==> run_1/class_map.png <==
Fill, decap, tap and diode cells in gray.
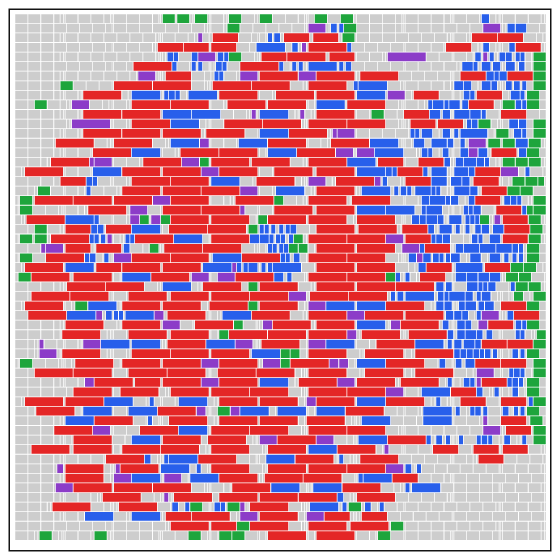
==> run_1/floorplan.png <==
Bar = 50 µm. Pins as bars on the die edge. Tap cells in gray.
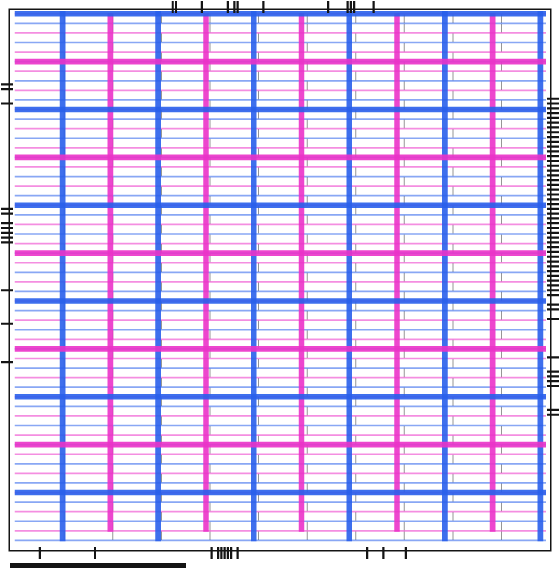
==> run_1/port_trees.png <==
Bar = 50 µm.
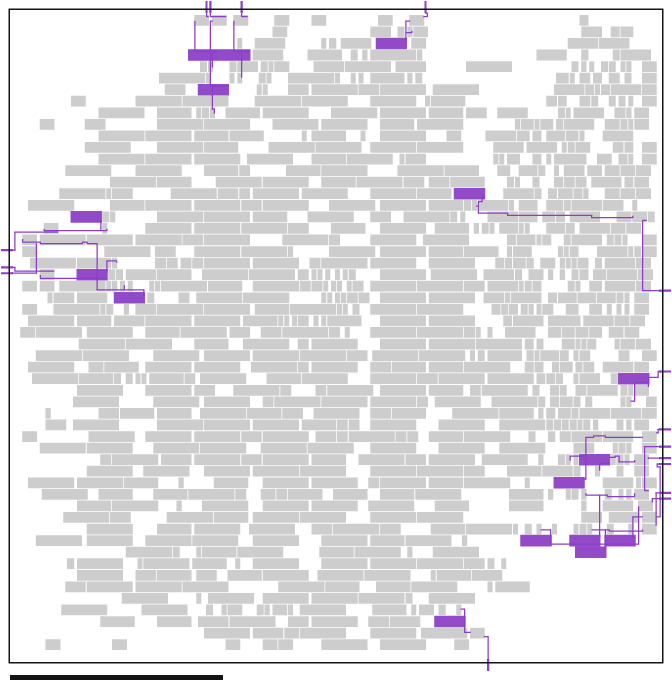
**src/rtl/prach_hb1_sched_if.sv**
```systemverilog
`default_nettype none
// ============================================================================
// Module      : prach_hb1_sched_if
// Description : TDM sample stream into, and polyphase pair stream out of, the
//               halfband-1 front-end sequencer.
// Revision    : 1.0 - initial release
// ============================================================================
interface prach_hb1_sched_if #(
    parameter int WIDTH = 16
);
    logic [WIDTH-1:0] din_dq;
    logic             din_dv;
    logic [7:0]       din_chn;
    logic             sync_in;

    logic [WIDTH-1:0] dout_dp1;
    logic [WIDTH-1:0] dout_dp2;
    logic             dout_dv;
    logic [7:0]       dout_chn;
    logic             sync_out;

    modport master (
        output din_dq, din_dv, din_chn, sync_in,
        input  dout_dp1, dout_dp2, dout_dv, dout_chn, sync_out
    );

    modport slave (
        input  din_dq, din_dv, din_chn, sync_in,
        output dout_dp1, dout_dp2, dout_dv, dout_chn, sync_out
    );
endinterface
`default_nettype wire

```
**src/rtl/prach_hb1_sched.sv**
```systemverilog
`default_nettype none
// ============================================================================
// Module      : prach_hb1_sched
// Description : Front-end sequencer for the TDM halfband-1 decimator. Pairs
//               even/odd input frames and issues one output frame per pair.
// Revision    : 1.0 - initial release
// ============================================================================
module prach_hb1_sched #(
    parameter int NUM_CHANNEL = 16,
    parameter int WIDTH       = 16
) (
    input  wire logic           clk,
    input  wire logic           rst_n,
    input  wire logic           en,
    prach_hb1_sched_if.slave    bus,
    output logic                err_seq,
    output logic                err_sync,
    output logic [15:0]         frame_cnt
);

    localparam int         c_IDX_W    = (NUM_CHANNEL > 1) ? $clog2(NUM_CHANNEL) : 1;
    localparam logic [7:0] c_LAST_CHN = 8'(NUM_CHANNEL - 1);

    typedef enum logic [1:0] {
        S_IDLE = 2'd0,
        S_EVEN = 2'd1,
        S_ODD  = 2'd2
    } state_t;

    state_t             r_state;
    state_t             w_state_nxt;
    logic [7:0]         r_exp_chn;
    logic [7:0]         w_exp_nxt;
    logic [7:0]         w_exp_inc;
    logic               w_wr;
    logic               w_emit;
    logic               w_seq_err;
    logic               w_sync_err;
    logic               w_sync_ok;
    logic               w_chn_ok;
    logic [c_IDX_W-1:0] w_idx;

    logic [WIDTH-1:0]   r_buf [NUM_CHANNEL];

    logic [WIDTH-1:0]   r_dp1;
    logic [WIDTH-1:0]   r_dp2;
    logic               r_dv;
    logic [7:0]         r_chn;
    logic               r_sync;
    logic               r_err_seq;
    logic               r_err_sync;
    logic [15:0]        r_frame_cnt;

    assign w_idx     = bus.din_chn[c_IDX_W-1:0];
    assign w_sync_ok = bus.din_dv & bus.sync_in & (bus.din_chn == 8'd0);
    assign w_chn_ok  = (bus.din_chn == r_exp_chn);
    assign w_exp_inc = (r_exp_chn == c_LAST_CHN) ? 8'd0 : r_exp_chn + 8'd1;

    always_comb begin
        w_state_nxt = r_state;
        w_exp_nxt   = r_exp_chn;
        w_wr        = 1'b0;
        w_emit      = 1'b0;
        w_seq_err   = 1'b0;
        w_sync_err  = 1'b0;

        if (!en) begin
            w_state_nxt = S_IDLE;
            w_exp_nxt   = 8'd0;
        end else begin
            case (r_state)
                S_IDLE: begin
                    if (w_sync_ok) begin
                        w_state_nxt = S_EVEN;
                        w_exp_nxt   = 8'd1;
                        w_wr        = 1'b1;
                    end
                end
                S_EVEN, S_ODD: begin
                    if (bus.din_dv) begin
                        if (!w_chn_ok) begin
                            w_seq_err = 1'b1;
                            // A misordered sample that is itself a valid sync realigns at once
                            if (w_sync_ok) begin
                                w_state_nxt = S_EVEN;
                                w_exp_nxt   = 8'd1;
                                w_wr        = 1'b1;
                            end else begin
                                w_state_nxt = S_IDLE;
                                w_exp_nxt   = 8'd0;
                            end
                        end else if ((r_state == S_ODD) && w_sync_ok) begin
                            // Sync at the start of an odd frame: abandon it, restart as even
                            w_sync_err  = 1'b1;
                            w_state_nxt = S_EVEN;
                            w_exp_nxt   = 8'd1;
                            w_wr        = 1'b1;
                        end else begin
                            w_exp_nxt = w_exp_inc;
                            if (r_state == S_EVEN) begin
                                w_wr = 1'b1;
                            end else begin
                                w_emit = 1'b1;
                            end
                            if (r_exp_chn == c_LAST_CHN) begin
                                w_state_nxt = (r_state == S_EVEN) ? S_ODD : S_EVEN;
                            end
                        end
                    end
                end
                default: begin
                    w_state_nxt = S_IDLE;
                    w_exp_nxt   = 8'd0;
                end
            endcase
        end
    end

    always_ff @(posedge clk) begin
        if (!rst_n) begin
            r_state     <= S_IDLE;
            r_exp_chn   <= 8'd0;
            r_dp1       <= '0;
            r_dp2       <= '0;
            r_dv        <= 1'b0;
            r_chn       <= 8'd0;
            r_sync      <= 1'b0;
            r_err_seq   <= 1'b0;
            r_err_sync  <= 1'b0;
            r_frame_cnt <= 16'd0;
        end else begin
            r_state    <= w_state_nxt;
            r_exp_chn  <= w_exp_nxt;
            r_dv       <= w_emit;
            r_sync     <= w_emit & (bus.din_chn == 8'd0);
            r_err_seq  <= w_seq_err;
            r_err_sync <= w_sync_err;
            if (w_emit) begin
                r_dp1 <= r_buf[w_idx];
                r_dp2 <= bus.din_dq;
                r_chn <= bus.din_chn;
            end
            if (w_emit && (bus.din_chn == 8'd0)) begin
                r_frame_cnt <= r_frame_cnt + 16'd1;
            end
        end
    end

    // Even write and odd read of one channel are a full frame apart, so no bypass
    always_ff @(posedge clk) begin
        if (w_wr) begin
            r_buf[w_idx] <= bus.din_dq;
        end
    end

    assign bus.dout_dp1 = r_dp1;
    assign bus.dout_dp2 = r_dp2;
    assign bus.dout_dv  = r_dv;
    assign bus.dout_chn = r_chn;
    assign bus.sync_out = r_sync;
    assign err_seq      = r_err_seq;
    assign err_sync     = r_err_sync;
    assign frame_cnt    = r_frame_cnt;

endmodule
`default_nettype wire

```
**src/flat_wrapper.sv**
```systemverilog
// flat-port wrapper written by rule: the top's interface ports become plain ports
module prach_hb1_sched_flat 
#(
    parameter int NUM_CHANNEL = 16,
    parameter int WIDTH       = 16
)
  (clk, rst_n, en, err_seq, err_sync, frame_cnt, bus_din_dq, bus_din_dv, bus_din_chn, bus_sync_in, bus_dout_dp1, bus_dout_dp2, bus_dout_dv, bus_dout_chn, bus_sync_out);
  prach_hb1_sched_if #(.WIDTH(WIDTH)) bus_i ();
  input  wire logic clk;
  input  wire logic rst_n;
  input  wire logic en;
  output logic err_seq;
  output logic err_sync;
  output logic [15:0] frame_cnt;
  input wire logic [$bits(bus_i.din_dq)-1:0] bus_din_dq;
  input wire logic [$bits(bus_i.din_dv)-1:0] bus_din_dv;
  input wire logic [$bits(bus_i.din_chn)-1:0] bus_din_chn;
  input wire logic [$bits(bus_i.sync_in)-1:0] bus_sync_in;
  output wire logic [$bits(bus_i.dout_dp1)-1:0] bus_dout_dp1;
  output wire logic [$bits(bus_i.dout_dp2)-1:0] bus_dout_dp2;
  output wire logic [$bits(bus_i.dout_dv)-1:0] bus_dout_dv;
  output wire logic [$bits(bus_i.dout_chn)-1:0] bus_dout_chn;
  output wire logic [$bits(bus_i.sync_out)-1:0] bus_sync_out;
  assign bus_i.din_dq = bus_din_dq;
  assign bus_i.din_dv = bus_din_dv;
  assign bus_i.din_chn = bus_din_chn;
  assign bus_i.sync_in = bus_sync_in;
  assign bus_dout_dp1 = bus_i.dout_dp1;
  assign bus_dout_dp2 = bus_i.dout_dp2;
  assign bus_dout_dv = bus_i.dout_dv;
  assign bus_dout_chn = bus_i.dout_chn;
  assign bus_sync_out = bus_i.sync_out;
  prach_hb1_sched #(.NUM_CHANNEL(NUM_CHANNEL), .WIDTH(WIDTH)) u_core (.clk(clk), .rst_n(rst_n), .en(en), .bus(bus_i), .err_seq(err_seq), .err_sync(err_sync), .frame_cnt(frame_cnt));
endmodule
```
**config.mk**
```make
export PLATFORM = sky130hd
export DESIGN_NAME = prach_hb1_sched_flat
export DESIGN_NICKNAME = d
export VERILOG_FILES = /design/src/rtl/prach_hb1_sched_if.sv /design/src/rtl/prach_hb1_sched.sv /design/src/flat_wrapper.sv
export SDC_FILE = /design/constraint.sdc
export NUM_CORES = 1
export LEC_CHECK = 0
export CORE_UTILIZATION = 56
export CTS_BUF_LIST = sky130_fd_sc_hd__clkbuf_2 sky130_fd_sc_hd__clkbuf_4 sky130_fd_sc_hd__clkbuf_8
export DETAILED_ROUTE_END_ITERATION = 8
export PLACE_DENSITY = 0.85
export SYNTH_ARGS = -nofsm -noshare
export SYNTH_HDL_FRONTEND = slang
export SYNTH_SLANG_ARGS = --single-unit
```
**constraint.sdc**
```tcl
create_clock -name clk -period 8 [get_ports clk]
set_input_delay 1.6 -clock clk [delete_from_list [all_inputs] [get_ports clk]]
set_output_delay 1.6 -clock clk [all_outputs]
set_load 0.02 [all_outputs]
```
==> impl_metrics.py, run 1 <==
# Synthesis and PnR figures
metrics = {
    "status": {
        "outcome": "finished, final reports clean",
    },
    "final_timing": {
        "fmax_mhz": 215,
        "finalHoldViolCount": 0,
        "fin_skew_ps": 26.1,
        "rsz0062_at_grt": "no",
        "finalClockPeriodUsage": 0.582,
    },
    "routing": {
        "vias": 7445,
        "wl_per_cell_um": 22.8,
        "drtIter0Drc": 704,
        "wl_met2_mm": 13.9,
    },
    "clock_network": {
        "clkLatencyLatePin_ps": 570,
        "cts_resized": 0,
    },
    "logic_synthesis": {
        "synth.cellmix.compoundShare": 0.0372,
        "synthCells": 773,
        "ys_sh_adder": 0.00682,
        "synthFlopType": "edfxtp_1",
        "ys.flops": 326,
    },
    "critical_path": {
        "cp.depth": 8,
        "crit_required_ps": 8260,
        "reg2reg_from": "u_core.r_state[0]$_SDFFE_PN0P_",
        "critPathCapture": "u_core.r_buf[13][12]$_DFFE_PP_",
    },
    "final_layout": {
        "flop-count": 326,
        "register_area_mm2": 0.00909,
        "final-comb-area_mm2": 0.00350,
        "drive_above_1_share": 0.201,
        "syn_to_final_growth_pct": 16.8,
    },
    "grt": {
        "grt_pass1_vias": 7557,
        "antenna_found_initial": 0,
        "grt_overflow": 0,
        "grt.met1_usage": 0.322,
        "grt.met3_usage": 0.0434,
        "grt_util_met2": 0.407,
    },
    "flow_run": {
        "tool_warnings": 30,
    },
    "pwr": {
        "intPower_mw": 2.60,
    },
    "floorplanning": {
        "nWellTaps": 285,
    },
}
-- class_map.png (at the start) --
- red: sequential cells (cells 326; share of their area 62%)
- green: remaining buffers and delay cells (cells 108; share of their area 7.0%)
- purple: clock drivers and dummy loads (cells 91; share of their area 6.6%)
- blue: remaining logic cells (cells 404; share of their area 24%)
sequential cell area share: 0.606
final instance area: 0.0150 mm²
Core Region: 0.0226 mm²
row count: 55
post-layout util: 0.664

-- floorplan.png (at the start) --
- magenta: VDD
- blue: VSS
- rows: 55
- met4 straps: 11
- met5 straps: 11
Peak VDD IR: 120 µV
Die Height: 153 µm
Die Wd: 153 µm

-- port_trees.png (at the start) --
- purple: bus_dout_dp2 (direction output; edge 8 right, 4 top, 3 left, 1 bottom; end cells 16; wire 466 µm)

--- run 2 (diff from run 1) ---
- clock period: 8 -> 4.3 ns (I/O delays scaled with it)
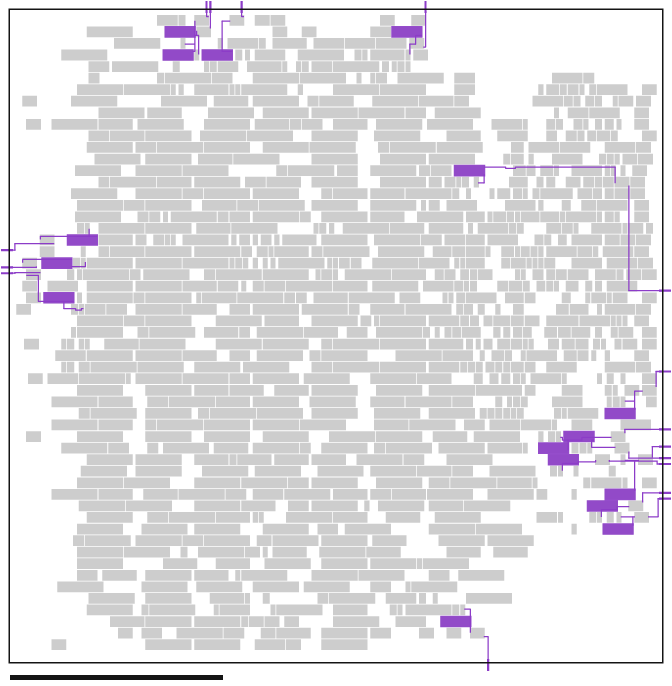
(run_2/port_trees.png)
Bar = 50 µm.
- purple: bus_dout_dp2 (direction output; edge 8 right, 4 top, 3 left, 1 bottom; end cells 16; wire 337 µm)
number of port buffers: 88
I/O pin count: 89

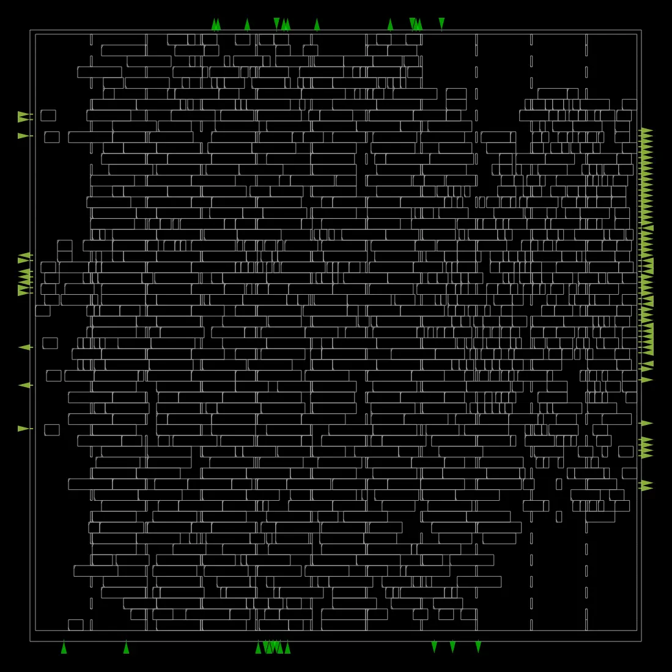
(run_2/placed.png)
fillers: 1449
Final Non-Filler Cells: 1222
post-layout util: 0.670

==> impl_metrics.py, run 2 <==
# Synthesis and PnR figures
metrics = {
    "grt": {
        "antenna_found_initial": 0,
        "grt_overflow": 0,
        "grt.met1_usage": 0.340,
        "grt_util_met2": 0.350,
        "grt_pass1_vias": 7326,
    },
    "logic_synthesis": {
        "synthCells": 773,
        "ys_sh_adder": 0.00682,
        "synth.cellmix.compoundShare": 0.0372,
        "synthFlopType": "edfxtp_1",
        "ys.flops": 326,
    },
    "status": {
        "outcome": "finished, final reports clean",
    },
    "routing": {
        "drtIter0Drc": 729,
        "wl_per_cell_um": 21.5,
        "wl_met2_mm": 12.3,
    },
    "clock_network": {
        "ctsHoldBuffers": 0,
        "clkLatencyLatePin_ps": 570,
        "clock_sinks": 326,
        "cts_resized": 0,
    },
    "final_timing": {
        "rsz0062_at_grt": "no",
        "fmax_mhz": 309,
        "fin_skew_ps": 31.1,
        "finalHoldViolCount": 0,
    },
    "final_layout": {
        "final_cell_area_mm2": 0.0151,
        "syn_to_final_growth_pct": 17.8,
        "seq_share": 0.601,
        "register_area_mm2": 0.00909,
        "flop-count": 326,
    },
    "critical_path": {
        "cp.depth": 8,
        "crit_start": "bus_din_chn[4]",
        "reg2reg_from": "u_core.r_state[0]$_SDFFE_PN0P_",
        "critPathCapture": "u_core.r_buf[11][8]$_DFFE_PP_",
    },
    "floorplanning": {
        "core_mm2": 0.0226,
        "die_y_um": 153,
        "num_rows": 55,
        "die_w_um": 153,
        "nWellTaps": 285,
    },
    "flow_run": {
        "tool_warnings": 30,
    },
    "pwr": {
        "intPower_mw": 4.91,
        "sequentialPowerShare": 0.551,
    },
}
--- run 3 (diff from run 2) ---
- clock period: 4.3 -> 3.09 ns (I/O delays scaled with it)
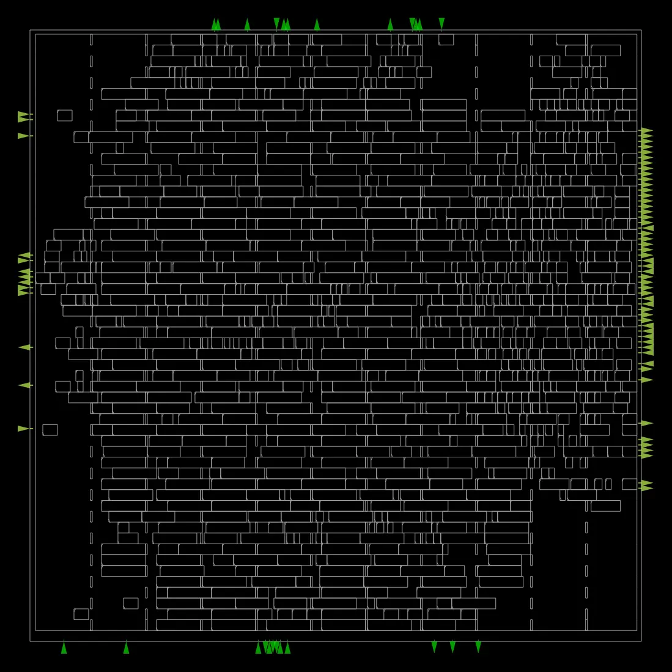
(run_3/placed.png)
post-layout util: 0.681
TAP cells: 285

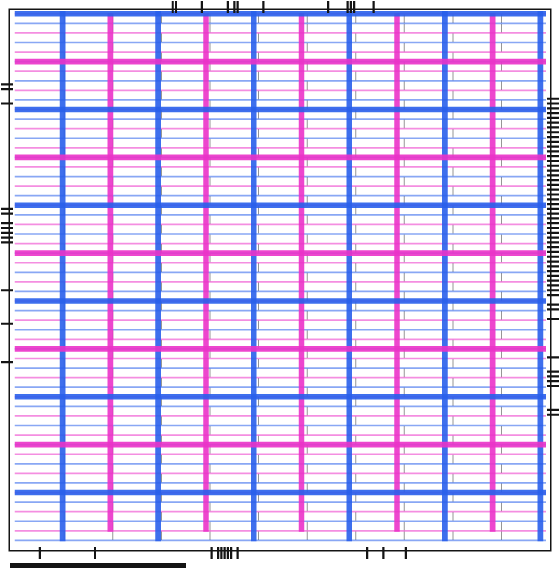
(run_3/floorplan.png)
Bar = 50 µm. Pins as bars on the die edge. Tap cells in gray.
- magenta: VDD
- blue: VSS
- tap cells: 285
- met1 rails: 56
- met5 straps: 11
- met4 straps: 11

==> impl_metrics.py, run 3 <==
# Synthesis and PnR figures
metrics = {
    "routing": {
        "wl_met2_mm": 13.1,
        "wl_per_cell_um": 21.9,
        "drtIter0Drc": 810,
    },
    "grt": {
        "grt.met1_usage": 0.341,
        "antenna_found_initial": 0,
        "grt.met3_usage": 0.0542,
        "grt_overflow": 0,
    },
    "critical_path": {
        "crit_required_ps": 3340,
        "crit_start": "bus_din_chn[4]",
    },
    "final_layout": {
        "seq_share": 0.591,
        "flop-count": 326,
        "syn_to_final_growth_pct": 19.8,
        "final_cell_area_mm2": 0.0154,
        "drive_above_1_share": 0.243,
        "register_area_mm2": 0.00909,
        "final-comb-area_mm2": 0.00350,
    },
    "logic_synthesis": {
        "synth.cellmix.compoundShare": 0.0372,
        "ys_sh_adder": 0.00682,
        "synthFlopType": "edfxtp_1",
        "synthCells": 773,
    },
    "final_timing": {
        "finalHoldViolCount": 0,
        "rsz0062_at_grt": "no",
        "fin_skew_ps": 26.7,
        "finalClockPeriodUsage": 0.930,
    },
    "clock_network": {
        "clkLatencyLatePin_ps": 560,
        "clock_sinks": 326,
        "cts_resized": 0,
    },
    "pwr": {
        "ir_worst_vdd_uv": 258,
        "intPower_mw": 6.84,
        "sequentialPowerShare": 0.550,
    },
    "flow_run": {
        "tool_warnings": 30,
    },
    "status": {
        "outcome": "finished, final reports clean",
    },
    "floorplanning": {
        "core_mm2": 0.0226,
        "die_w_um": 153,
    },
    "placement": {
        "numPortBuffers": 88,
    },
}
Power is estimated from default activity; no workload was simulated.
